--- config.mk ---
export PLATFORM = sky130hd
export DESIGN_NAME = rx_deframer
export DESIGN_NICKNAME = d
export VERILOG_FILES = /design/src/rtl/rx_deframer_pkg.sv /design/src/rtl/rx_sync_det.sv /design/src/rtl/rx_deframer.sv
export SDC_FILE = /design/constraint.sdc
export NUM_CORES = 1
export LEC_CHECK = 0
export CORE_MARGIN = 2
export CORE_UTILIZATION = 45
export DETAILED_ROUTE_END_ITERATION = 10
export PLACE_DENSITY = 0.61
export SLEW_MARGIN = 30
export SYNTH_ARGS = -nofsm -noshare
export SYNTH_HDL_FRONTEND = slang
export SYNTH_SLANG_ARGS = --single-unit
--- constraint.sdc ---
create_clock -name clk -period 2.5 [get_ports clk]
set_clock_uncertainty 0.1 [all_clocks]
set_input_delay 0.625 -clock clk [delete_from_list [all_inputs] [get_ports clk]]
set_output_delay 0.625 -clock clk [all_outputs]
set_load 0.005 [all_outputs]
--- src/rtl/rx_deframer_pkg.sv ---
// rx_deframer_pkg: shared state encoding, default frame constants and counter sizing
package rx_deframer_pkg;
  typedef logic [1:0] state_t;
  localparam state_t IDLE = 2'd0;
  localparam state_t HUNT = 2'd1;
  localparam state_t PAYLOAD = 2'd2;
  localparam logic [15:0] SYNC_WORD_DEF = 16'hA5C3;
  localparam int PAYLOAD_BYTES_DEF = 4;
  function automatic int byte_cnt_w(input int n);
    return $clog2(n + 1);
  endfunction
endpackage

--- src/rtl/rx_sync_det.sv ---
// rx_sync_det: sliding 16-bit window over the serial stream, flags a sync-word match
module rx_sync_det #(
  parameter logic [15:0] SYNC_WORD = 16'hA5C3,
  parameter int SYNC_LEN = 16
) (
  input  logic clk,
  input  logic rst_n,
  input  logic clr,
  input  logic sample_en,
  input  logic rx_din,
  output logic match
);
  localparam logic [15:0] MASK = 16'((32'd1 << SYNC_LEN) - 32'd1);
  localparam logic [4:0] LEN = 5'(SYNC_LEN);
  logic [14:0] sreg;
  logic [15:0] win;
  logic [4:0] cnt;
  assign win = {sreg, rx_din};
  // the counter guarantees SYNC_LEN fresh bits since the last clear
  assign match = sample_en && !clr && cnt >= LEN - 5'd1 && ((win ^ SYNC_WORD) & MASK) == 16'd0;
  always_ff @(posedge clk or negedge rst_n)
    if (!rst_n) begin
      sreg <= '0;
      cnt <= '0;
    end else if (clr) begin
      sreg <= '0;
      cnt <= '0;
    end else if (sample_en) begin
      sreg <= win[14:0];
      cnt <= cnt == LEN ? cnt : cnt + 5'd1;
    end
endmodule

--- src/rtl/rx_deframer.sv ---
// rx_deframer: hunts a sync word, assembles payload bytes MSB first and checks an additive checksum
module rx_deframer
  import rx_deframer_pkg::*;
#(
  parameter logic [15:0] SYNC_WORD = SYNC_WORD_DEF,
  parameter int SYNC_LEN = 16,
  parameter int PAYLOAD_BYTES = PAYLOAD_BYTES_DEF
) (
  input  logic       clk,
  input  logic       rst_n,
  input  logic       rdy_rx,
  input  logic       sample_en,
  input  logic       rx_din,
  output logic       sync_lock,
  output logic [7:0] dout,
  output logic       dout_vld,
  output logic       frame_done,
  output logic       chk_ok,
  output logic       abort
);
  localparam int BW = byte_cnt_w(PAYLOAD_BYTES);
  localparam logic [BW-1:0] LAST = BW'(PAYLOAD_BYTES);
  state_t state;
  logic [2:0] bit_cnt;
  logic [BW-1:0] byte_cnt;
  logic [6:0] part;
  logic [7:0] acc;
  logic [7:0] byte_in;
  logic match;
  assign byte_in = {part, rx_din};
  // detector is held clear outside HUNT so every hunt starts from fresh bits
  rx_sync_det #(.SYNC_WORD(SYNC_WORD), .SYNC_LEN(SYNC_LEN)) u_det (
    .clk(clk),
    .rst_n(rst_n),
    .clr(state != HUNT),
    .sample_en(sample_en),
    .rx_din(rx_din),
    .match(match)
  );
  always_ff @(posedge clk or negedge rst_n)
    if (!rst_n) begin
      state <= IDLE;
      bit_cnt <= '0;
      byte_cnt <= '0;
      part <= '0;
      acc <= '0;
      sync_lock <= 1'b0;
      dout <= '0;
      dout_vld <= 1'b0;
      frame_done <= 1'b0;
      chk_ok <= 1'b0;
      abort <= 1'b0;
    end else begin
      dout_vld <= 1'b0;
      frame_done <= 1'b0;
      abort <= 1'b0;
      case (state)
        IDLE: if (rdy_rx) state <= HUNT;
        HUNT:
          if (!rdy_rx) state <= IDLE;
          else if (match) begin
            state <= PAYLOAD;
            sync_lock <= 1'b1;
            bit_cnt <= '0;
            byte_cnt <= '0;
            acc <= '0;
          end
        PAYLOAD:
          if (!rdy_rx) begin
            state <= IDLE;
            abort <= 1'b1;
            sync_lock <= 1'b0;
          end else if (sample_en) begin
            part <= byte_in[6:0];
            bit_cnt <= bit_cnt + 3'd1;
            if (bit_cnt == 3'd7 && byte_cnt == LAST) begin
              frame_done <= 1'b1;
              chk_ok <= byte_in == acc;
              sync_lock <= 1'b0;
              state <= HUNT;
            end else if (bit_cnt == 3'd7) begin
              dout <= byte_in;
              dout_vld <= 1'b1;
              acc <= acc + byte_in;
              byte_cnt <= byte_cnt + 1'b1;
            end
          end
        default: state <= IDLE;
      endcase
    end
endmodule

Fig. 1: signal wires on met2
(4 px per um)
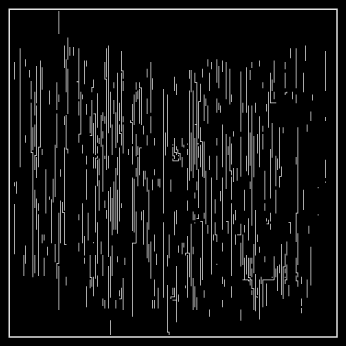
- main direction: vertical
- longest straight run: 31.1 um
- nets with wire on the layer: 246
- wire length on this layer: 2,380 um

Fig. 2: zoomed window
Window x 28 to 53, y 28 to 53 um. Cells in grey, sequential cells in the stronger grey; small squares are vias.
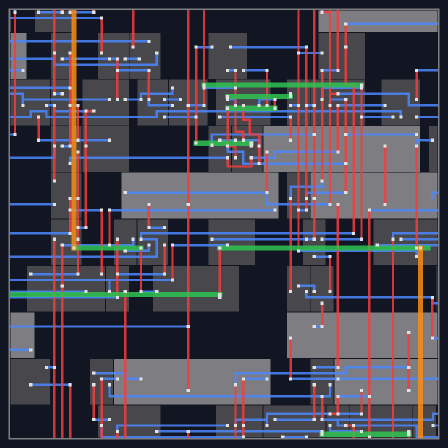
- orange: M4
- blue: M1
- green: M3
- red: M2
- sequential cells in the window: 6
- cells with their middle in the window: 46
- most frequent: nand2_1 (8), dfrtp_1 (6), nor2_1 (5)
- netlist names of flops here include: `u_det.sreg` (3), `acc` (2)

==> writeup.txt <==
The starting density of the core was 0.463. The arrival time of data at the worst endpoint is listed as 2.48 ns. After synthesis, the cell types taking the most area are sky130_fd_sc_hd__dfrtp_1 52%, sky130_fd_sc_hd__ha_1 6.5%, sky130_fd_sc_hd__mux2i_1 6.3%, sky130_fd_sc_hd__nand2_1 6.2%, sky130_fd_sc_hd__nor2_1 3.6%. For this run, the post-layout net count is 309.

The tightest hold path in the finished design has a slack of 0.201 ns. The largest stage delay on the critical path came out at 0.44 ns. Largest register by flop count: u_det.sreg. The analysis attributes to cell leakage a power of 1.56 nW. With the simple logic cell fraction of the synthesized area at 0.169, the fraction of the mapped netlist area in adder cells is 0.0721. After floorplanning, the die was sized to cover 0.00665 mm^2. The worst path in the final design needs a cycle of 2.39 ns, including I/O delays and setup. The number of clock buffers in the layout came out at 8. TritonCTS built the clock tree. The library cell with the largest summed area after synthesis is sky130_fd_sc_hd__dfrtp_1. The worst VDD IR drop from the latest analysis is 0.341 mV. The cell sitting at the root of the clock tree is a sky130_fd_sc_hd__clkbuf_8. The tools report the total number of multi-input combinational cells as 184. The fraction of cell area in non-clock buffers was 0.0946; the total inserted antenna cells was 0.

The synthesis-to-finish area growth is 16.3%. The leading cell type by number of instances after synthesis is sky130_fd_sc_hd__dfrtp_1. Setup repair after global routing left no endpoint under its margin. The startpoint identified for the worst register-to-register timing path is u_det.sreg[3]. The most critical setup path has its startpoint at rx_din. Pins over their slew limit in the final report were tallied at 0.

Per the OpenROAD floorplan log, the area of the core is 0.00585 mm^2. The tools report the total setup violations reported at the end of the flow as 0. The combinational cell fraction of total power was 0.057.

The run gives 0.333 mW for the net switching power. Grouping stages by cell kind, the critical path spends the most delay in adder cells. Share of the final layout cell area in sequential cells: 0.445.

The number of flip-flops in the largest register was 15. The placement-stage worst setup slack came out at -0.239 ns. For the clock latency at the later pin of the worst-skew pair, the log shows 0.31 ns. The run gives 0.00306 mm^2 for the area after detailed placement.

The largest registers in the layout are u_det.sreg (15), acc (8), dout (8). The final report gives the standard cell area, fillers excluded, as 0.00315 mm^2. For this sky-water flow run, the detailed-routed wirelength per cell is reported as 14.4 um.

The tools report the kind of start point of the critical path as a primary input. The largest fanout on the critical path came out at 2. The run gives 0.185 as the overall routing resource usage. The data required time reported for the critical path is 2.59 ns. The count of nets left with antenna violations once routing finished came out at 0. The fraction of area in multi-input gates is 0.391. For this block, wires on met1 add up to 2630 um.

The count of cells in the finished layout, fillers not included, comes to 365. Across all register-to-register paths, the minimum setup slack is 0.29 ns. The layout report lists the combined flip-flop and latch area as 0.00140 mm^2.

The post-synthesis instance area is 0.00271 mm^2, and the slew at the pin with the worst max-slew slack is 0.410 ns. The post-synth net total is 279, and the number of ordinary and repair buffers in the finished layout is 33. The tools report the number of sequential storage elements as 56.

Endpoints failing hold in the final report were tallied at 0. The critical path in the final layout is reported with a setup slack of 0.109 ns. The run gives 0.121 for the fraction of layout cells with a size suffix above 1.

With the routability-driven placement congestion ratio at 0.705, the part of the total power dissipated in the clock network is 0.331. The floorplan die height was 81.6 um; the wire length on met2 was 2380 um. The logs give 1.51 mW for the total chip power and 0 for the count of buffers added by post-CTS timing repair for setup. By count the netlist is led by 56 x sky130_fd_sc_hd__dfrtp_1, 45 x sky130_fd_sc_hd__nand2_1, 26 x sky130_fd_sc_hd__nor2_1, 17 x sky130_fd_sc_hd__mux2i_1, 14 x sky130_fd_sc_hd__ha_1. Initial antenna violation count: 0.

The critical path class is in -> reg. The flow reports power dissipated in the clock network as 0.499 mW. Clock sink total: 56.

The xor and xnor fraction of the mapped netlist area is 0.0291, and the area fraction in mux cells is 0.0920. In the layout the commonest cells are 56 x sky130_fd_sc_hd__dfrtp_1, 45 x sky130_fd_sc_hd__nand2_1, 26 x sky130_fd_sc_hd__nor2_1. Yosys mapped a number of flops with a built-in enable equal to 0. The logs give 0.0341 for the met3 track demand over resource in global routing and 2 for the buffer depth of the longest clock path. The flow ran to the end, and the final reports show no timing, DRC or antenna violations.

The run gives 1,937 as the number of vias after detailed routing. The post-synthesis area per instance works out to 10.4 um^2. Following the worst setup path forward leads to its endpoint at acc[6]. The logic area is 0.00123 mm^2, and the number of global-route vias before repair is 1,919. For this run, the detailed router's first-pass iteration total came to 4. According to the Yosys statistics, the synthesized design has a chip area of 0.00271 mm^2. The non-clock inverter total of the final layout is 9. Grouping non-sequential cells by family puts the most area in simple AND/OR/NAND/NOR gates. The first global-routing pass estimated 9290 um of wire.
Fig. 3: where the registers sit
(4 px per um) Other sequential cells in the stronger grey, the rest of the logic in the fainter grey.
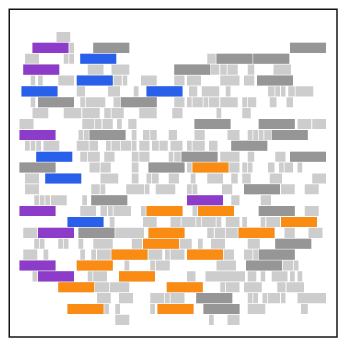
- orange: `u_det.sreg` (flops 15)
- blue: `part` (flops 7)
- purple: `dout` (flops 8)

Fig. 4: routing congestion
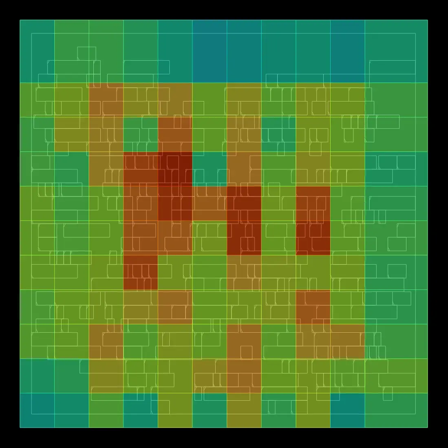
routing layer with the top usage in global route: met2
met2 usage: 0.275

Power and IR drop assume default switching activity.
